<file path="config.mk">
export PLATFORM = sky130hd
export DESIGN_NAME = fv_scoreboard_flat
export DESIGN_NICKNAME = d
export VERILOG_FILES = /design/src/rtl/fv_pkg.sv /design/src/rtl/fv_scoreboard_if.sv /design/src/rtl/fv_sat_counter.sv /design/src/rtl/fv_scoreboard.sv /design/src/flat_wrapper.sv
export SDC_FILE = /design/constraint.sdc
export NUM_CORES = 1
export LEC_CHECK = 0
export ABC_CLOCK_PERIOD_IN_PS = 6300
export CAP_MARGIN = 20
export CORE_UTILIZATION = 35
export CTS_CLUSTER_SIZE = 24
export DETAILED_ROUTE_END_ITERATION = 6
export PLACE_DENSITY = 0.72
export SLEW_MARGIN = 20
export SYNTH_ARGS = -nofsm -noshare
export SYNTH_HDL_FRONTEND = slang
export SYNTH_SLANG_ARGS = --single-unit
</file>
<file path="constraint.sdc">
create_clock -name clk -period 6.3 [get_ports clk]
set_input_delay 0.63 -clock clk [delete_from_list [all_inputs] [get_ports clk]]
set_output_delay 0.63 -clock clk [all_outputs]
set_load 0.03 [all_outputs]
</file>
<file path="src/rtl/fv_pkg.sv">
// Shared types for the formal-environment scoreboard: FSM state encoding and
// the bit positions of the sticky error-flag vector.
package fv_pkg;

  typedef enum logic [1:0] {
    IDLE = 2'd0,
    RUN  = 2'd1,
    FAIL = 2'd2,
    DONE = 2'd3
  } sb_state_t;

  localparam int ERR_MISMATCH  = 0;
  localparam int ERR_UNDERFLOW = 1;
  localparam int ERR_OVERFLOW  = 2;
  localparam int ERR_LEFTOVER  = 3;
  localparam int ERR_W         = 4;

endpackage

</file>
<file path="src/rtl/fv_scoreboard_if.sv">
// Channel between the scoreboard and its environment: model FIFO push/pop
// side plus the observed DUT output srdy/drdy channel.
interface fv_scoreboard_if #(
  parameter int width = 8
);
  logic             push;
  logic [width-1:0] exp_data;
  logic             exp_valid;
  logic             exp_pop;
  logic             o_srdy;
  logic             o_drdy;
  logic [width-1:0] o_data;

  modport master (
    output push, exp_data, exp_valid, o_srdy, o_drdy, o_data,
    input  exp_pop
  );

  modport slave (
    input  push, exp_data, exp_valid, o_srdy, o_drdy, o_data,
    output exp_pop
  );
endinterface

</file>
<file path="src/rtl/fv_sat_counter.sv">
// Up-counter that holds at all-ones instead of wrapping.
module fv_sat_counter #(
  parameter int width = 16
) (
  input  logic             clk,
  input  logic             reset,
  input  logic             inc_i,
  output logic [width-1:0] count_o
);

  localparam logic [width-1:0] ONE = {{(width-1){1'b0}}, 1'b1};

  logic [width-1:0] count_q;
  logic [width-1:0] count_d;

  // Next count: increment unless already saturated.
  always_comb begin
    count_d = count_q;
    if (inc_i && (count_q != {width{1'b1}})) begin
      count_d = count_q + ONE;
    end else begin
      count_d = count_q;
    end
  end

  // Count register.
  always_ff @(posedge clk or negedge reset) begin
    if (!reset) begin
      count_q <= {width{1'b0}};
    end else begin
      count_q <= count_d;
    end
  end

  assign count_o = count_q;

endmodule

</file>
<file path="src/rtl/fv_scoreboard.sv">
// Scoreboard downstream of the model FIFO: pops on every DUT transfer, compares
// data against the FIFO head, tracks occupancy and raises sticky error flags.
module fv_scoreboard
  import fv_pkg::*;
#(
  parameter int width     = 8,
  parameter int depth     = 8,
  parameter int cnt_width = 16
) (
  input  logic                       clk,
  input  logic                       reset,
  fv_scoreboard_if.slave             sb,
  input  logic                       end_of_test,
  output logic [$clog2(depth+1)-1:0] occupancy,
  output logic [cnt_width-1:0]       xfer_count,
  output logic [cnt_width-1:0]       match_count,
  output logic                       err_mismatch,
  output logic                       err_underflow,
  output logic                       err_overflow,
  output logic                       err_leftover,
  output logic                       fail,
  output logic                       done
);

  localparam int OCC_W = $clog2(depth+1);
  localparam logic [OCC_W-1:0] DEPTH_OCC = OCC_W'(depth);
  localparam logic [OCC_W-1:0] OCC_ONE   = {{(OCC_W-1){1'b0}}, 1'b1};

  logic             xfer_s, have_s, pop_s, data_eq_s, activity_s, any_err_s;
  logic [width-1:0] data_diff_s;
  logic [ERR_W-1:0] err_set_s, err_q, err_d;
  logic [OCC_W-1:0] occ_q, occ_d;
  sb_state_t        state_q, state_d;

  // Transfer decode and per-cycle error detection.
  always_comb begin
    xfer_s      = sb.o_srdy & sb.o_drdy;
    have_s      = (occ_q != {OCC_W{1'b0}});
    pop_s       = xfer_s & have_s;
    data_diff_s = sb.o_data ^ sb.exp_data;
    data_eq_s   = (data_diff_s == {width{1'b0}});
    activity_s  = sb.push | xfer_s;
    err_set_s   = {ERR_W{1'b0}};
    // FIFO's own valid is only trusted below depth, where full/empty is unambiguous.
    err_set_s[ERR_MISMATCH]  = (pop_s & ~data_eq_s) |
                               ((occ_q < DEPTH_OCC) & (sb.exp_valid != have_s));
    err_set_s[ERR_UNDERFLOW] = xfer_s & ~have_s;
    err_set_s[ERR_OVERFLOW]  = sb.push & ~pop_s & (occ_q == DEPTH_OCC);
    err_set_s[ERR_LEFTOVER]  = end_of_test & have_s;
    any_err_s   = |err_set_s;
    err_d       = err_q | err_set_s;
  end

  assign sb.exp_pop = pop_s & reset;

  // Occupancy next state; saturates at depth on overflow.
  always_comb begin
    occ_d = occ_q;
    case ({sb.push, pop_s})
      2'b10: begin
        if (occ_q == DEPTH_OCC) occ_d = occ_q;
        else                    occ_d = occ_q + OCC_ONE;
      end
      2'b01:   occ_d = occ_q - OCC_ONE;
      default: occ_d = occ_q;
    endcase
  end

  // Occupancy and sticky error registers.
  always_ff @(posedge clk or negedge reset) begin
    if (!reset) begin
      occ_q <= {OCC_W{1'b0}};
      err_q <= {ERR_W{1'b0}};
    end else begin
      occ_q <= occ_d;
      err_q <= err_d;
    end
  end

  // FSM state register.
  always_ff @(posedge clk or negedge reset) begin
    if (!reset) state_q <= IDLE;
    else        state_q <= state_d;
  end

  // FSM next state: any error wins over end_of_test.
  always_comb begin
    state_d = state_q;
    if ((state_q != FAIL) && any_err_s) begin
      state_d = FAIL;
    end else begin
      case (state_q)
        IDLE: begin
          if (end_of_test)     state_d = DONE;
          else if (activity_s) state_d = RUN;
          else                 state_d = IDLE;
        end
        RUN: begin
          if (end_of_test) state_d = DONE;
          else             state_d = RUN;
        end
        DONE: begin
          if (activity_s) state_d = RUN;
          else            state_d = DONE;
        end
        FAIL:    state_d = FAIL;
        default: state_d = IDLE;
      endcase
    end
  end

  // FSM and status outputs.
  always_comb begin
    done          = (state_q == DONE);
    fail          = (state_q == FAIL);
    occupancy     = occ_q;
    err_mismatch  = err_q[ERR_MISMATCH];
    err_underflow = err_q[ERR_UNDERFLOW];
    err_overflow  = err_q[ERR_OVERFLOW];
    err_leftover  = err_q[ERR_LEFTOVER];
  end

  fv_sat_counter #(.width(cnt_width)) u_xfer_cnt (
    .clk    (clk),
    .reset  (reset),
    .inc_i  (xfer_s),
    .count_o(xfer_count)
  );

  fv_sat_counter #(.width(cnt_width)) u_match_cnt (
    .clk    (clk),
    .reset  (reset),
    .inc_i  (pop_s & data_eq_s),
    .count_o(match_count)
  );

endmodule
</file>
<file path="src/flat_wrapper.sv">
// flat-port wrapper written by rule: the top's interface ports become plain ports
module fv_scoreboard_flat import fv_pkg::*;
#(
  parameter int width     = 8,
  parameter int depth     = 8,
  parameter int cnt_width = 16
)
  (clk, reset, end_of_test, occupancy, xfer_count, match_count, err_mismatch, err_underflow, err_overflow, err_leftover, fail, done, sb_push, sb_exp_data, sb_exp_valid, sb_o_srdy, sb_o_drdy, sb_o_data, sb_exp_pop);
  fv_scoreboard_if #(.width(width)) sb_i ();
  input  logic clk;
  input  logic reset;
  input  logic end_of_test;
  output logic [$clog2(depth+1)-1:0] occupancy;
  output logic [cnt_width-1:0] xfer_count;
  output logic [cnt_width-1:0] match_count;
  output logic err_mismatch;
  output logic err_underflow;
  output logic err_overflow;
  output logic err_leftover;
  output logic fail;
  output logic done;
  input wire logic [$bits(sb_i.push)-1:0] sb_push;
  input wire logic [$bits(sb_i.exp_data)-1:0] sb_exp_data;
  input wire logic [$bits(sb_i.exp_valid)-1:0] sb_exp_valid;
  input wire logic [$bits(sb_i.o_srdy)-1:0] sb_o_srdy;
  input wire logic [$bits(sb_i.o_drdy)-1:0] sb_o_drdy;
  input wire logic [$bits(sb_i.o_data)-1:0] sb_o_data;
  output wire logic [$bits(sb_i.exp_pop)-1:0] sb_exp_pop;
  assign sb_i.push = sb_push;
  assign sb_i.exp_data = sb_exp_data;
  assign sb_i.exp_valid = sb_exp_valid;
  assign sb_i.o_srdy = sb_o_srdy;
  assign sb_i.o_drdy = sb_o_drdy;
  assign sb_i.o_data = sb_o_data;
  assign sb_exp_pop = sb_i.exp_pop;
  fv_scoreboard #(.width(width), .depth(depth), .cnt_width(cnt_width)) u_core (.clk(clk), .reset(reset), .sb(sb_i), .end_of_test(end_of_test), .occupancy(occupancy), .xfer_count(xfer_count), .match_count(match_count), .err_mismatch(err_mismatch), .err_underflow(err_underflow), .err_overflow(err_overflow), .err_leftover(err_leftover), .fail(fail), .done(done));
endmodule
</file>
==> results.txt, run 1 <==
The flow completed. Relative to the synthesized area, the layout overhead comes to 35.55%. Number of setup violations in the final report landed at 0. The largest part of the power goes to sequential cells. Post-detailed-placement cell area landed at between 3000 and 4000 µm². The endpoint identified for the worst register-to-register timing path is u_core.occupancy[2]. Per the CTS log, the maximum H-tree level is 2. Post-route fraction of the period consumed by the critical path landed at approximately 47%. Area figure in the yosys stat output landed at between 2000 and 2500 µm². Logic gate share of total power landed at 31.8%.

Endpoints failing hold in the final report were tallied at 0. The vertical die dimension reported for this design is ~84 µm. Among the stages of the critical path, the cell type that occurs most often is sky130_fd_sc_hd__clkdlybuf4s50_1. Number of synthesis warnings landed at 0. Final hold analysis gives a worst-case slack of a little under 0.4 ns. Entering global routing, the biggest net connects around 44 pins.

Mapped cell area landed at about 2300 µm². Overall die area landed at about 7000 µm². Among logic cells in the layout, the one with the most instances is sky130_fd_sc_hd__clkdlybuf4s50_1. Count of library flops with an enable pin landed at 0.

Synthesis produced about 210 cells. Amount of wire on met3 after detailed routing landed at approximately 220 µm. When the netlist entered floorplanning its net count stood at about 240. Once layout is complete, the utilization of the core stands at between 40 and 50%. Final setup slack of the worst path landed at between 3 and 4 ns. The data required time reported for the critical path is 5.67 ns. Transition time at the pin with the least slew margin landed at roughly 0.83 ns. Buffers plus inverters on the worst setup path landed at 2.

Setup slack on the worst flop-to-flop path landed at about 4.0 ns. The number of different library cells used by synthesis comes to between 50 and 60. Starting DRC count in detailed routing landed at about 66. In the setup report, the worst path falls into the class primary input to output port. The arrival time of data at the worst endpoint is listed as roughly 2.3 ns. Number of standard cells reported by yosys landed at around 210. Combinational logic power landed at ~290 µW. Count of placed standard cells including taps landed at 349.

Per STA, the worst path is made up of clkdlybuf4s50_1 -> and2_2 -> and3_1 -> clkdlybuf4s50_1. Count of antenna-violating nets left after detailed routing landed at 0. For the worst reg-to-reg path, the startpoint reported by OpenROAD is u_core.occupancy[1].

Post-CTS timing repair inserted 0 buffers for setup. For this run, the register share of the synthesized area comes to a little under half. Number of max-capacitance violations reported landed at 0.

The switching portion of total power comes to about a third. Pin placement for this block handled around 66 I/O pins. Worst slew margin relative to its limit landed at 44.33%.

Power density normalized to cell area landed at slightly below 300 nW/µm². The placement report lists the number of port buffers as ~65. Synthesis inferred 42 register bits. Estimated wirelength of the detail-placed design landed at between 3000 and 4000 µm.

The worst setup path is launched from a primary input. The first global-routing pass estimated 8404 µm of wire. Across all stage logs, warnings added up to 26. The most common logic cells in the final layout are sky130_fd_sc_hd__clkdlybuf4s50_1, sky130_fd_sc_hd__dfrtp_1, sky130_fd_sc_hd__xnor2_1. Per the post-place timing report, worst setup slack is between 3 and 4 ns. Non-filler instance count after layout landed at 357.

Maximum resistive drop on vdd landed at between 0.0003 and 0.0004 V. Count of pins over their slew limit landed at 0. Cells with a size suffix above 1 make up between 10% and 20% of the layout. The first TritonRoute pass finished after 4 iterations.

Note that the worst hold path type here is primary input to asynchronous set/reset pin. Internal power summed over all cells landed at 611.6 µW. The flow ran to the end, and the final reports show no timing, DRC or antenna violations. Recorded from the global router log, the overflow total was 0. Maximum fanout encountered on the critical timing path landed at 11.

Total power landed at 924.4 µW. The worst setup path is captured at an output port. Among all stages on the critical path, the largest delay is contributed by sky130_fd_sc_hd__clkdlybuf4s50_1.

The synthesized design devotes to its leading area cell type between 40% and 50% of total area. Counting flops with an async set or reset pin after synthesis yields a share of 100.0%. The portion of synthesized area spent on multiplexers is 2.739%. After synthesis, the cell types taking the most area are sky130_fd_sc_hd__dfrtp_1, sky130_fd_sc_hd__xnor2_1, sky130_fd_sc_hd__and3_1.

The core region is 6386 µm². Setup TNS landed at 0 ns. Share of total power in the clock network landed at 28.7%. Power consumed by sequential cells landed at 364 µW. Post-synthesis share of cell area spent on full adders, half adders and majority gates landed at 1.611%. In this run, the synthesized area fraction spent on xor and xnor cells is recorded as 14.29%. The root buffer cell chosen for the clock tree is sky130_fd_sc_hd__clkbuf_8. Wire length on met1 landed at about 2200 µm. Achievable frequency landed at about 340 MHz. Buffers inserted during clock tree synthesis total 5. Mean number of vias per cell landed at between 5 and 6.
## run 1: worst max path at each step
stage                              from             endpoint  slack (ns)  cells past startpoint
global route                  sb_o_drdy           sb_exp_pop        3.26                      4
global placement              sb_o_srdy           sb_exp_pop        3.35                      4
CTS                           sb_o_drdy           sb_exp_pop        3.32                      4
detailed placement            sb_o_drdy           sb_exp_pop        3.32                      4
finish                        sb_o_drdy           sb_exp_pop        3.34                      4
floorplan           u_core.occupancy[1]  u_core.occupancy[2]        3.95                     10
## run 1: layout make-up
class	count	area, µm²
clock buffers	6	82.58
clock inverters	2	60.06
fillers	593	3228
inverters	4	15.01
multi-input cells	160	1200
flip-flops and latches	42	1051
well taps	77	96.34
repair buffers	66	653.1
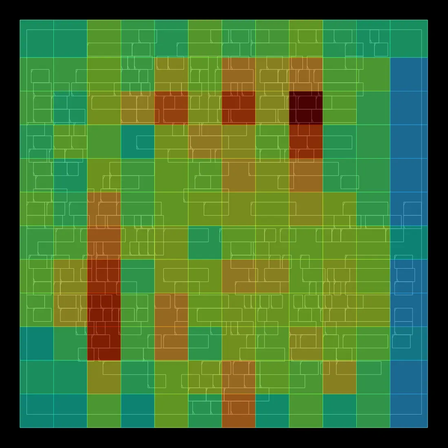
run_1/congestion_map.png
global-route total usage across every layer: 14.60%
gr busiest metal: met2
met1 track demand over resource in global routing: 19.28%
met3 GRT Util: 3.956%
routed wire length per instance: 13.08 µm

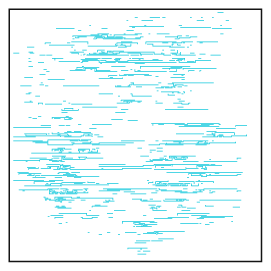
run_1/m1.png
Scale: 3 px per µm.
nets with wire on the layer: 255
main direction: horizontal
total detailed-routing wirelength: 4668 µm
Vias: 1803

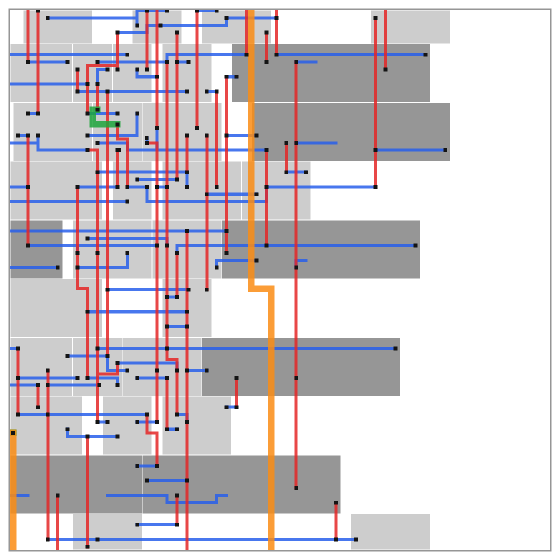
run_1/closeup.png
Region (50, 50) to (75, 75) µm. Cells in gray, sequential cells in the stronger gray; small squares are vias.
| color | layer |
|---|---|
| blue | M1 |
| green | M3 |
| orange | M4 |
| red | M2 |
most frequent: xnor2_1 (6), dfrtp_1 (6)
cells with their middle in the window: 33
sequential cells in the window: 6
netlist names of flops here include: `u_core.u_match_cnt.count_o` (6)

## Run 2: what changed since run 1
--- a/config.mk
+++ b/config.mk
@@ -5,7 +5,7 @@
 export SDC_FILE = /design/constraint.sdc
 export NUM_CORES = 1
 export LEC_CHECK = 0
-export ABC_CLOCK_PERIOD_IN_PS = 6300
+export ABC_CLOCK_PERIOD_IN_PS = 3010
 export CAP_MARGIN = 20
 export CORE_UTILIZATION = 35
 export CTS_CLUSTER_SIZE = 24
==> constraint.sdc (replaced) <==
create_clock -name clk -period 3.01 [get_ports clk]
set_input_delay 0.301 -clock clk [delete_from_list [all_inputs] [get_ports clk]]
set_output_delay 0.301 -clock clk [all_outputs]
set_load 0.03 [all_outputs]
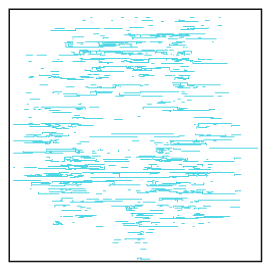
run_2/m1.png
Scale: 3 px per µm.
nets with wire on the layer: 251
share of all routed wire: 47%
wire length on this layer: 2300 µm
main direction: horizontal
longest straight run: 25.8 µm
met1 track demand over resource in global routing: 19.67%
Vias: 1868
total detailed-routing wirelength: 4905 µm

==> run 2 against run 1 <==
Against the previous run: die area unchanged; largest power group unchanged; critical path depth is 1 lower; worst hold slack worse by 0.27 ns; sequential power increased by 110%; first-iteration DRC count rose by 36%; final cell count is 0.28% higher; flip-flop count is the same; clock skew shrank 0.00097 ns; final area shrank 1.3%; register-to-register slack lost 3.3 ns; clock power increased by 43%.
==> results.txt, run 2 <==
The flow completed. Number of tapcells landed at 77. The highest clock rate this design can be run at is 394.5 MHz. Cell internal power was estimated by the tool at about 1.1 mW. The pre-antenna-repair detailed-routing pass consisted of 4 iterations. Count of antenna-violating nets left after detailed routing landed at 0. The report counts max-capacitance violations totalling 0. Multi-input logic area landed at between 1000 and 1500 µm². Number of warnings in the stage logs landed at 26. After legalization and detailed placement, the total HPWL measured approximately 3700 µm. Counting the warning lines in the Yosys log gives 0. Of the available clock period, the critical path in the final layout requires between 80% and 90%. After routing, the total negative slack on setup checks comes to 0 ns.

Relative area change from synthesis to final layout landed at 33.83%. Per the gpl log, the routability congestion estimate is ~0.8. The layout has roughly 67 buffers outside the clock class.

Counting every sink on the clock net gives 42. The registers of the reported paths see a clock transition of 0.08 ns. Global routing used slightly below 4% of the available met3 tracks. Counting the clock-network buffers in the layout gives 6.

The H-tree was split into 2 levels. OpenSTA, run right after detailed placement, puts the worst setup slack at 0.6851 ns. Share of the yosys chip area belonging to registers landed at a little under half. By instance count after routing, the leading logic cell type is sky130_fd_sc_hd__clkdlybuf4s50_1. In the setup report, the worst path falls into the class flop to output port.

Overall die width landed at about 84 µm. Final layout net count landed at ~310. Per the cell usage report, the commonest logic cells after layout are sky130_fd_sc_hd__clkdlybuf4s50_1, sky130_fd_sc_hd__dfrtp_1, sky130_fd_sc_hd__xnor2_1.

Mean number of vias per cell landed at around 5.2. Sequential cells make up about a third of the cell area. Count of mapped cells out of synthesis landed at roughly 210. Overall die area landed at around 7000 µm². Looking at the reg2reg group, the worst path starts from u_core.occupancy[1]. The script computed a power per unit cell area of approximately 570 nW/µm². Sorting the synthesized cells by how often they occur yields sky130_fd_sc_hd__dfrtp_1, sky130_fd_sc_hd__xnor2_1, sky130_fd_sc_hd__and3_1, sky130_fd_sc_hd__nand4_1.

The flow ran to the end, and the final reports show no timing, DRC or antenna violations. Combinational logic burns 35.1% of the power. Worst hold margin landed at 0.1241 ns. For reference, the top cells by area after synthesis are sky130_fd_sc_hd__dfrtp_1, sky130_fd_sc_hd__xnor2_1, sky130_fd_sc_hd__and3_1.

Power consumed by sequential cells landed at around 770 µW. Maximum resistive drop on vdd landed at 0.0006093 V. The analysis attributes to cell leakage a power of ~1.3 nW. The mapped netlist covers 2330 µm².

Non-filler instance count after layout landed at 358. Area share of the leading cell type in the synthesized netlist landed at between 40% and 50%. Final core area utilization landed at between 40% and 50%. The design draws around 1.8 mW. The net count after synthesis is approximately 240. Looking at the cell usage after synthesis, the top flip-flop cell is sky130_fd_sc_hd__dfrtp_1. The highest metal layer carrying signal wires in the routed design is met4. OpenSTA lists the critical path startpoint as u_core.occupancy[1]. Clock-net power landed at 381 µW. The synthesis report gives the async set-or-reset register share as 100.0%. Wire length on met1 landed at roughly 2300 µm.

For this design the total switching power over the nets is about 660 µW. The required time at the worst endpoint is listed as ~2.7 ns. In the final run the clock tree shows a worst skew of roughly 0.0074 ns. STA classifies the critical path startpoint as a flop.

The clock network burns 21.5% of the power. Buffers inserted during post-CTS setup optimization landed at 0. The global routing stage identified its most utilized layer as met2. After Yosys synthesis, and, or, nand and nor cells account for 23.85% of the synthesized area.

The post-route netlist has roughly an eighth of its cells at a drive strength greater than 1. Routed length per instance landed at about 14 µm. Count of placed standard cells including taps landed at between 300 and 400. I/O pin count landed at about 66. Final setup slack of the worst path landed at between 0.4 and 0.5 ns. Final number of hold-violating endpoints landed at 0.

Compound-gate portion of the synthesized area landed at under 10%. The largest part of the power goes to sequential cells. The clock reaches the later pin of the worst-skew pair after ~0.29 ns. The average instance in the mapped netlist occupies about 11 µm².

Count of library flops with an enable pin landed at 0. The number of global-route vias before repair came to approximately 1800. Counting the fill cells in the layout gives about 600. Counting the buffers created by CTS gives 5. Maximum buffer depth of the clock tree landed at 2.

Per the final report, max-transition violations number 0. In the detailed route, the total length drawn on met2 is around 2300 µm. Looking at the power breakdown, sequential logic takes between 40 and 50% of the total. Endpoint arrival time on the critical path landed at around 2.2 ns.

In this run, the number of DRC markers left after iteration 0 of detailed routing was about 90. Total global-route track usage over all layers is approximately 15%. The path class of the tightest hold or removal check is primary input to asynchronous set/reset pin. Among all cell classes, the greatest summed area belongs to logic gates. Xor and xnor area share after synthesis landed at between 10% and 20%. Fraction of the core area occupied by cells at floorplan landed at 36.48%. Remaining design rule violation count landed at 0. The first global-routing pass estimated ~8500 µm of wire. Multi-input logic gates represent a cell area share of between 30% and 40%. Per the detailed placement report, the placed cell area equals about 3000 µm². Switching share of power landed at a little under two fifths.

TritonCTS built the clock tree. After layout, the minimum clock period comes to ~2.5 ns. Overall die height landed at ~84 µm.

For this run, the script counts the antenna cells in the layout as 0. Combinational logic power landed at 621 µW. Sorting the Yosys area breakdown by cell type puts at the top sky130_fd_sc_hd__dfrtp_1. For reference, full adder, half adder and majority cells occupy 1.611% of the area reported after synthesis. By instance count, the leading cell after synthesis is sky130_fd_sc_hd__dfrtp_1. Pin count of the biggest net entering global routing landed at 43. Sequential cell area landed at approximately 1100 µm². Number of port buffers landed at approximately 65. Among the non-sequential cells, simple AND/OR/NAND/NOR gates take the most area. The area recorded from the Yosys report for this design is 2330 µm². The number of sequential cells reported for the layout is about 42. Share of final layout cell area taken by non-clock buffers landed at about a fifth. Number of standard cells reported by yosys landed at between 200 and 250. STA classifies the critical path endpoint as an output port. The last timing report of the flow puts the setup violation total at 0. Post-synthesis mux area share landed at between 2 and 3%. The root buffer cell chosen for the clock tree is sky130_fd_sc_hd__clkbuf_8.

Core region area landed at about 6400 µm². Multi-input logic cell count landed at 160. Final design area excluding fillers landed at between 3000 and 4000 µm². The transition time recorded at the tightest slew-check pin is 0.5238 ns. The layout report lists the clock-cell share of area as around 3.0%. After global routing the overflow that remains totals 0. Number of different library cells in the post-synthesis netlist landed at around 52. The global routing report lists met2 layer usage as 23.58%.

The report shows a maximum critical-path fanout of 10. Placement row count landed at 29. Layout inverter count without the clock tree landed at 4. Number of synthesized register bits landed at 42. In this run the tightest slew margin relative to its limit is roughly 65%. Amount of wire on met3 after detailed routing landed at around 280 µm.
## run 2: cell counts after synthesis
Identical to the previous run, type by type.
## run 2: final timing paths
check,to,slack [ns],cells after the start
worst min register to register,u_core.err_q[3],0.47,1
max in group asynchronous,u_core.u_match_cnt.count_o[7],2.53,2
worst max-delay path,sb_exp_pop,0.48,3
worst max register to register,u_core.occupancy[2],0.74,8
min in group clk,u_core.err_q[3],0.47,1
worst min-delay path,u_core.u_xfer_cnt.count_o[3],0.12,2
## run 2: critical path, cell delays in order, from the launching register on
cell                              delay (ns)
sky130_fd_sc_hd__dfrtp_1                0.49
sky130_fd_sc_hd__or4_4                  0.66
sky130_fd_sc_hd__and3_1                 0.21
sky130_fd_sc_hd__clkdlybuf4s50_1        0.59
Power figures rest on the tool's default switching activity, not on a simulated workload.
